==> run_1/floorplan.png <==
Scale bar: 50 um. Pins as bars on the die edge.
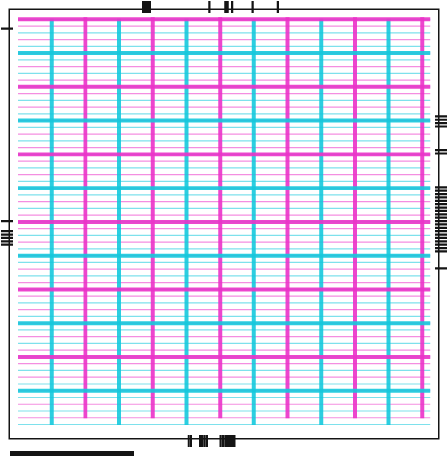
==> run_1/class_map.png <==
Scale bar: 50 um.
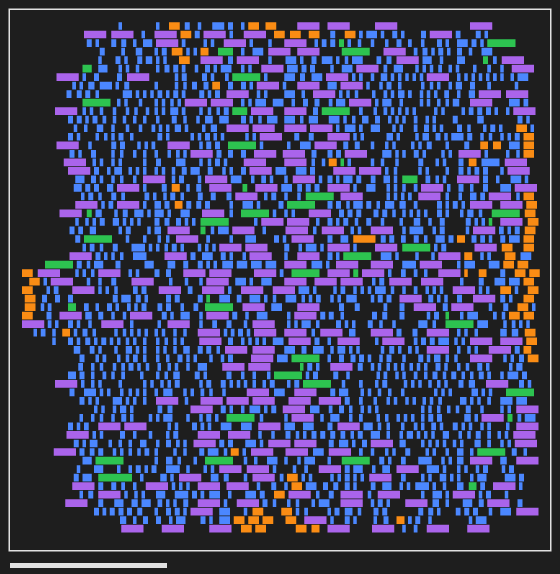
==> run_1/clock_wires.png <==
Scale bar: 50 um.
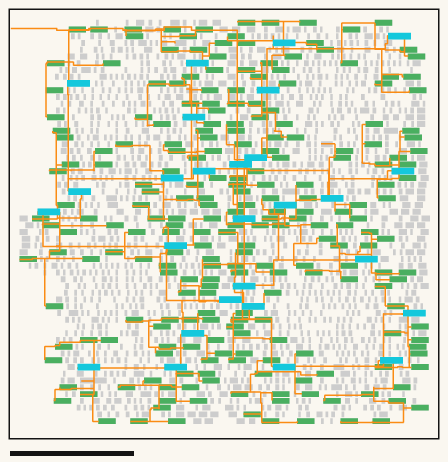
==> run_1/layers.png <==
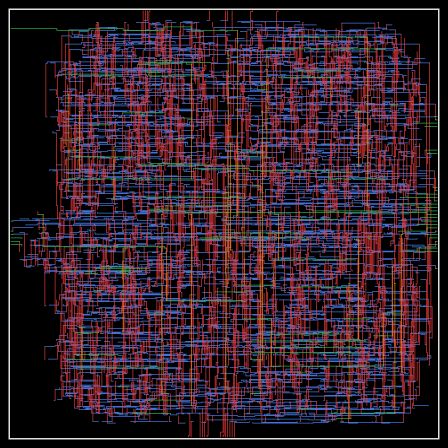
File: src/rtl/multi_rate_divider.sv
// Multi-channel clock divider: per-channel programmable period, tick pulse,
// 50% toggle output, periodic or one-shot operation.
module multi_rate_divider #(
  parameter int WIDTH    = 28,
  parameter int CHANNELS = 4,
  parameter int CH_BITS  = 2,
  parameter logic [WIDTH-1:0] DEFAULT_PERIOD = WIDTH'(833333)
) (
  input  logic                clk,
  input  logic                reset,
  input  logic [CHANNELS-1:0] enable,
  input  logic [CHANNELS-1:0] oneshot,
  input  logic [CHANNELS-1:0] start,
  input  logic                wr_en,
  input  logic [CH_BITS-1:0]  wr_chan,
  input  logic [WIDTH-1:0]    wr_period,
  output logic [CHANNELS-1:0] tick,
  output logic [CHANNELS-1:0] toggle,
  output logic [CHANNELS-1:0] armed
);

  logic [WIDTH-1:0]    p_q [CHANNELS];
  logic [WIDTH-1:0]    p_d [CHANNELS];
  logic [WIDTH-1:0]    q_q [CHANNELS];
  logic [WIDTH-1:0]    q_d [CHANNELS];
  logic [CHANNELS-1:0] tick_q, tick_d;
  logic [CHANNELS-1:0] toggle_q, toggle_d;
  logic [CHANNELS-1:0] armed_q, armed_d;

  always_comb begin
    logic [WIDTH-1:0] p_eff;
    logic             run;
    for (int c = 0; c < CHANNELS; c++) begin
      // A write landing in a reload/start cycle is seen by that load.
      p_eff = (wr_en && (int'(wr_chan) == c)) ? wr_period : p_q[c];
      run   = enable[c] && (!oneshot[c] || armed_q[c]);

      p_d[c]      = p_eff;
      q_d[c]      = q_q[c];
      tick_d[c]   = 1'b0;
      toggle_d[c] = toggle_q[c];
      armed_d[c]  = armed_q[c];

      if (start[c]) begin
        q_d[c]     = p_eff;
        armed_d[c] = oneshot[c];
      end else if (run) begin
        if (q_q[c] == '0) begin
          q_d[c]      = p_eff;
          tick_d[c]   = 1'b1;
          toggle_d[c] = ~toggle_q[c];
          if (oneshot[c]) armed_d[c] = 1'b0;
        end else begin
          q_d[c] = q_q[c] - WIDTH'(1);
        end
      end
    end
  end

  always_ff @(posedge clk) begin
    if (reset) begin
      for (int c = 0; c < CHANNELS; c++) begin
        p_q[c] <= DEFAULT_PERIOD;
        q_q[c] <= DEFAULT_PERIOD;
      end
      tick_q   <= '0;
      toggle_q <= '0;
      armed_q  <= '0;
    end else begin
      for (int c = 0; c < CHANNELS; c++) begin
        p_q[c] <= p_d[c];
        q_q[c] <= q_d[c];
      end
      tick_q   <= tick_d;
      toggle_q <= toggle_d;
      armed_q  <= armed_d;
    end
  end

  assign tick   = tick_q;
  assign toggle = toggle_q;
  assign armed  = armed_q;

endmodule

File: config.mk
export PLATFORM = sky130hd
export DESIGN_NAME = multi_rate_divider
export DESIGN_NICKNAME = d
export VERILOG_FILES = /design/src/rtl/multi_rate_divider.sv
export SDC_FILE = /design/constraint.sdc
export NUM_CORES = 1
export LEC_CHECK = 0
export ABC_AREA = 1
export CELL_PAD_IN_SITES_DETAIL_PLACEMENT = 1
export CELL_PAD_IN_SITES_GLOBAL_PLACEMENT = 1
export CORE_MARGIN = 3
export CORE_UTILIZATION = 45
export CTS_CLUSTER_DIAMETER = 60
export DETAILED_ROUTE_END_ITERATION = 6
export HOLD_SLACK_MARGIN = 0.02
export PLACE_DENSITY = 0.83
export RECOVER_POWER = 25
export SYNTH_ARGS = -nofsm -noshare
export SYNTH_HDL_FRONTEND = slang
export SYNTH_SLANG_ARGS = --single-unit
File: constraint.sdc
create_clock -name clk -period 3.6 [get_ports clk]
set_input_delay 0.36 -clock clk [delete_from_list [all_inputs] [get_ports clk]]
set_output_delay 0.36 -clock clk [all_outputs]
set_load 0.1 [all_outputs]
==> results.json, run 1 <==
{
  "status": "complete, but fails checks",
  "violations": "capacitance limit, slew limit",
  "dr.max_layer_used": "met4",
  "drtAntennaViolNets": 0,
  "gr-usage-met3": 0.0313,
  "setup_ws_ns": 0.596,
  "grt_pass1_vias": 12500,
  "final_cell_mix": "485 x nand2_1, 313 x nor2_1, 236 x dfxtp_1",
  "cts_resized": 0,
  "yosys.area_share.simple": 0.345,
  "yosysWarnings": 0,
  "largestClassByArea": "logic gates",
  "comb_area_um2": 6890,
  "drc_errors": 0,
  "startpoint": "wr_en",
  "maxPowerGroup": "registers",
  "power_w": 0.00641,
  "comb_share": 0.490,
  "r2r_slack_ns": 1.06,
  "fp_nets": 1897,
  "cp_max_fo": 34,
  "nFillCells": 3588,
  "finalSetupViolations": 0,
  "cpPeakStageDelay_ns": 1.50,
  "stdcell_area_um2": 14000,
  "vias_per_cell": 5.42,
  "netSwitchingPower_w": 0.00184,
  "num-multi-input-gates": 1409,
  "seq_share": 0.336,
  "common_cells": "485 x nand2_1, 311 x nor2_1, 236 x dfxtp_1",
  "rsz0062_at_grt": "no",
  "num_io_pins": 57,
  "met1_length_mm": 18.9,
  "wl_met3_mm": 1.75,
  "clk_pin_slew_ns": 0.06,
  "drt_iter0_drc": 746,
  "drt-total-wl_mm": 40.7,
  "fmax_mhz": 333,
  "hold_slack_ns": 0.250,
  "cts_tree": "yes",
  "slew_violations": 35,
  "r2r-end": "q_q[3][4]$_SDFFE_PP1P_",
  "required_ns": 4.06,
  "maxCapViolCount": 1,
  "finalNonFillerCells": 2256,
  "coreArea_um2": 27100,
  "p_seq_w": 0.00289,
  "internal-power_w": 0.00457,
  "use_met2": 0.455,
  "dp_cells": 2210,
  "post_cts_buffers": 0,
  "grt_overflow_total": 0,
  "worst_hold_path.endpoint": "p_q[0][3]$_SDFF_PP0_",
  "regArea_um2": 4720,
  "grt_first_pass_wirelength_mm": 64.8,
  "placed_cell_area_um2": 13200,
  "slew_headroom": -0.417,
  "tap_cells": 372,
  "min_path_type": "input pin to flip-flop",
  "topCombFamilyByArea": "simple AND/OR/NAND/NOR gates",
  "nClkBuffers": 35,
  "buffer_area_frac": 0.0494,
  "powerDensity_nw_per_um2": 456,
  "fin_crit_sh": 0.834,
  "muxShareOfSynthArea": 0.0667,
  "synth-edff-count": 0,
  "cts_buffers": 27,
  "layout_top_cell": "nand2_1",
  "chip_area_um2": 29700,
  "min_period_ns": 3.00,
  "seq_power_share": 0.450,
  "io_buffers": 56,
  "syn_to_final_growth_pct": 12.8,
  "r2r_cells": 10,
  "root_buffer": "clkbuf_16",
  "synth_dominant_cell_count": "nand2_1",
  "cp-start-kind": "input pin",
  "largestRegisters": "p_q: 112 flops, q_q: 112 flops",
  "wl_met2_mm": 18.7,
  "syn-cell-area_um2": 12500,
  "final_util": 0.518
}
-- floorplan.png (at the start) --
magenta -> VDD
cyan -> VSS
met4 straps = 12
signal pins = 57
rows = 60
met5 straps = 12
met1 rails = 61

-- class_map.png (at the start) --
green -> clock drivers and dummy loads  # cells 46, share of their area 6.1%
orange -> remaining buffers and delay cells  # cells 73, share of their area 5.1%
blue -> remaining logic cells  # cells 1529, share of their area 54%
purple -> sequential cells  # cells 236, share of their area 35%

-- clock_wires.png (at the start) --
cyan -> clock-net drivers  # count 27
orange -> clock wires  # length 3230 um
green -> flip-flops  # count 236
flops lie = widely spread
routed clock nets = 28
clk_lat worst skew: 0.53 ns
clock share of power: 0.407
skew final: 0.00827 ns
Clk. pwr: 0.00261 W

-- layers.png (at the start) --
blue -> M1  # wire length 18900 um
orange -> M4  # wire length 1320 um
red -> M2  # wire length 18700 um
green -> M3  # wire length 1750 um
WL/cell: 18.1 um
GRT Overall Usage: 0.271
DR vias: 12200

==> inputs of run 2 (changes only) <==
Settings changed: CORE_UTILIZATION 45 to 40, PLACE_DENSITY 0.83 to 0.78.
Clock period 3.6 ns to 2.5 ns, I/O delays scaled along.
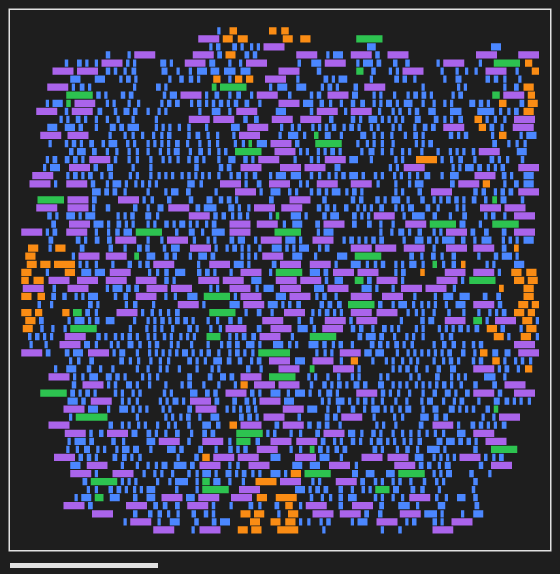
(run_2/class_map.png)
Scale bar: 50 um.
green -> clock drivers and dummy loads  # cells 50, share of their area 6.5%
blue -> remaining logic cells  # cells 1529, share of their area 54%
orange -> remaining buffers and delay cells  # cells 80, share of their area 5.5%
purple -> sequential cells  # cells 236, share of their area 34%

==> results.json, run 2 <==
{
  "num_io_pins": 57,
  "grt_util_all_layers": 0.236,
  "drc_errors": 0,
  "synth_dominant_cell_count": "nand2_1",
  "r2r_slack_ns": 0.38,
  "required_ns": 2.93,
  "status": "completed",
  "rsz0062_at_grt": "no",
  "stdcell_area_um2": 14200,
  "dr.max_layer_used": "met4",
  "cp_max_fo": 34,
  "vias": 12200,
  "insertion_delay_ns": 0.55,
  "internal-power_w": 0.00672,
  "worst_hold_path.endpoint": "p_q[1][1]$_SDFF_PP0_",
  "nClkBuffers": 32,
  "power.share.clock": 0.421,
  "r2r-end": "q_q[0][20]$_SDFFE_PP0P_",
  "syn_to_final_growth_pct": 14.0,
  "regArea_um2": 4720,
  "cts_buffers": 27,
  "p_seq_w": 0.00415,
  "fmax_mhz": 462,
  "fin_crit_sh": 0.866,
  "root_buffer": "clkbuf_16",
  "topCombFamilyByArea": "simple AND/OR/NAND/NOR gates",
  "cp-start-kind": "input pin",
  "cts_tree": "yes",
  "nFillCells": 3917,
  "power_w": 0.00944,
  "drtAntennaViolNets": 0,
  "setup_ws_ns": 0.334,
  "synth-edff-count": 0,
  "yosysWarnings": 0,
  "syn-cell-area_um2": 12500,
  "fin_skew_ns": 0.0137,
  "dp_cells": 2235,
  "vias_per_cell": 5.33,
  "powerDensity_nw_per_um2": 665,
  "final_cell_mix": "485 x nand2_1, 310 x nor2_1, 236 x dfxtp_1",
  "wl_met2_mm": 18.4,
  "cts_resized": 0,
  "slew_headroom": 0.268,
  "min_period_ns": 2.17,
  "post_cts_buffers": 0,
  "startpoint": "wr_en",
  "io_buffers": 56,
  "grt_first_pass_wirelength_mm": 64.3,
  "coreArea_um2": 30200,
  "wl_met3_mm": 1.54,
  "comb_area_um2": 6890,
  "slew_violations": 0,
  "min_path_type": "input pin to flip-flop",
  "yosys.area_share.simple": 0.345,
  "buffer_area_frac": 0.0536,
  "grt_pass1_vias": 12200,
  "grt_overflow_total": 0,
  "comb_share": 0.485,
  "r2r_cells": 12,
  "use_met2": 0.398
}
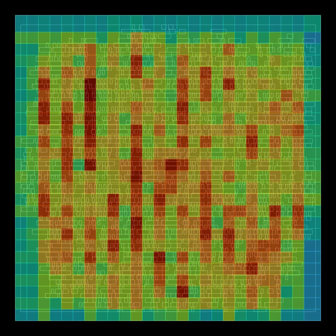
(run_2/congestion_map.png)
WL/cell: 17.6 um
met3 Usage GRT: 0.0301

Power is estimated from default activity; no workload was simulated.
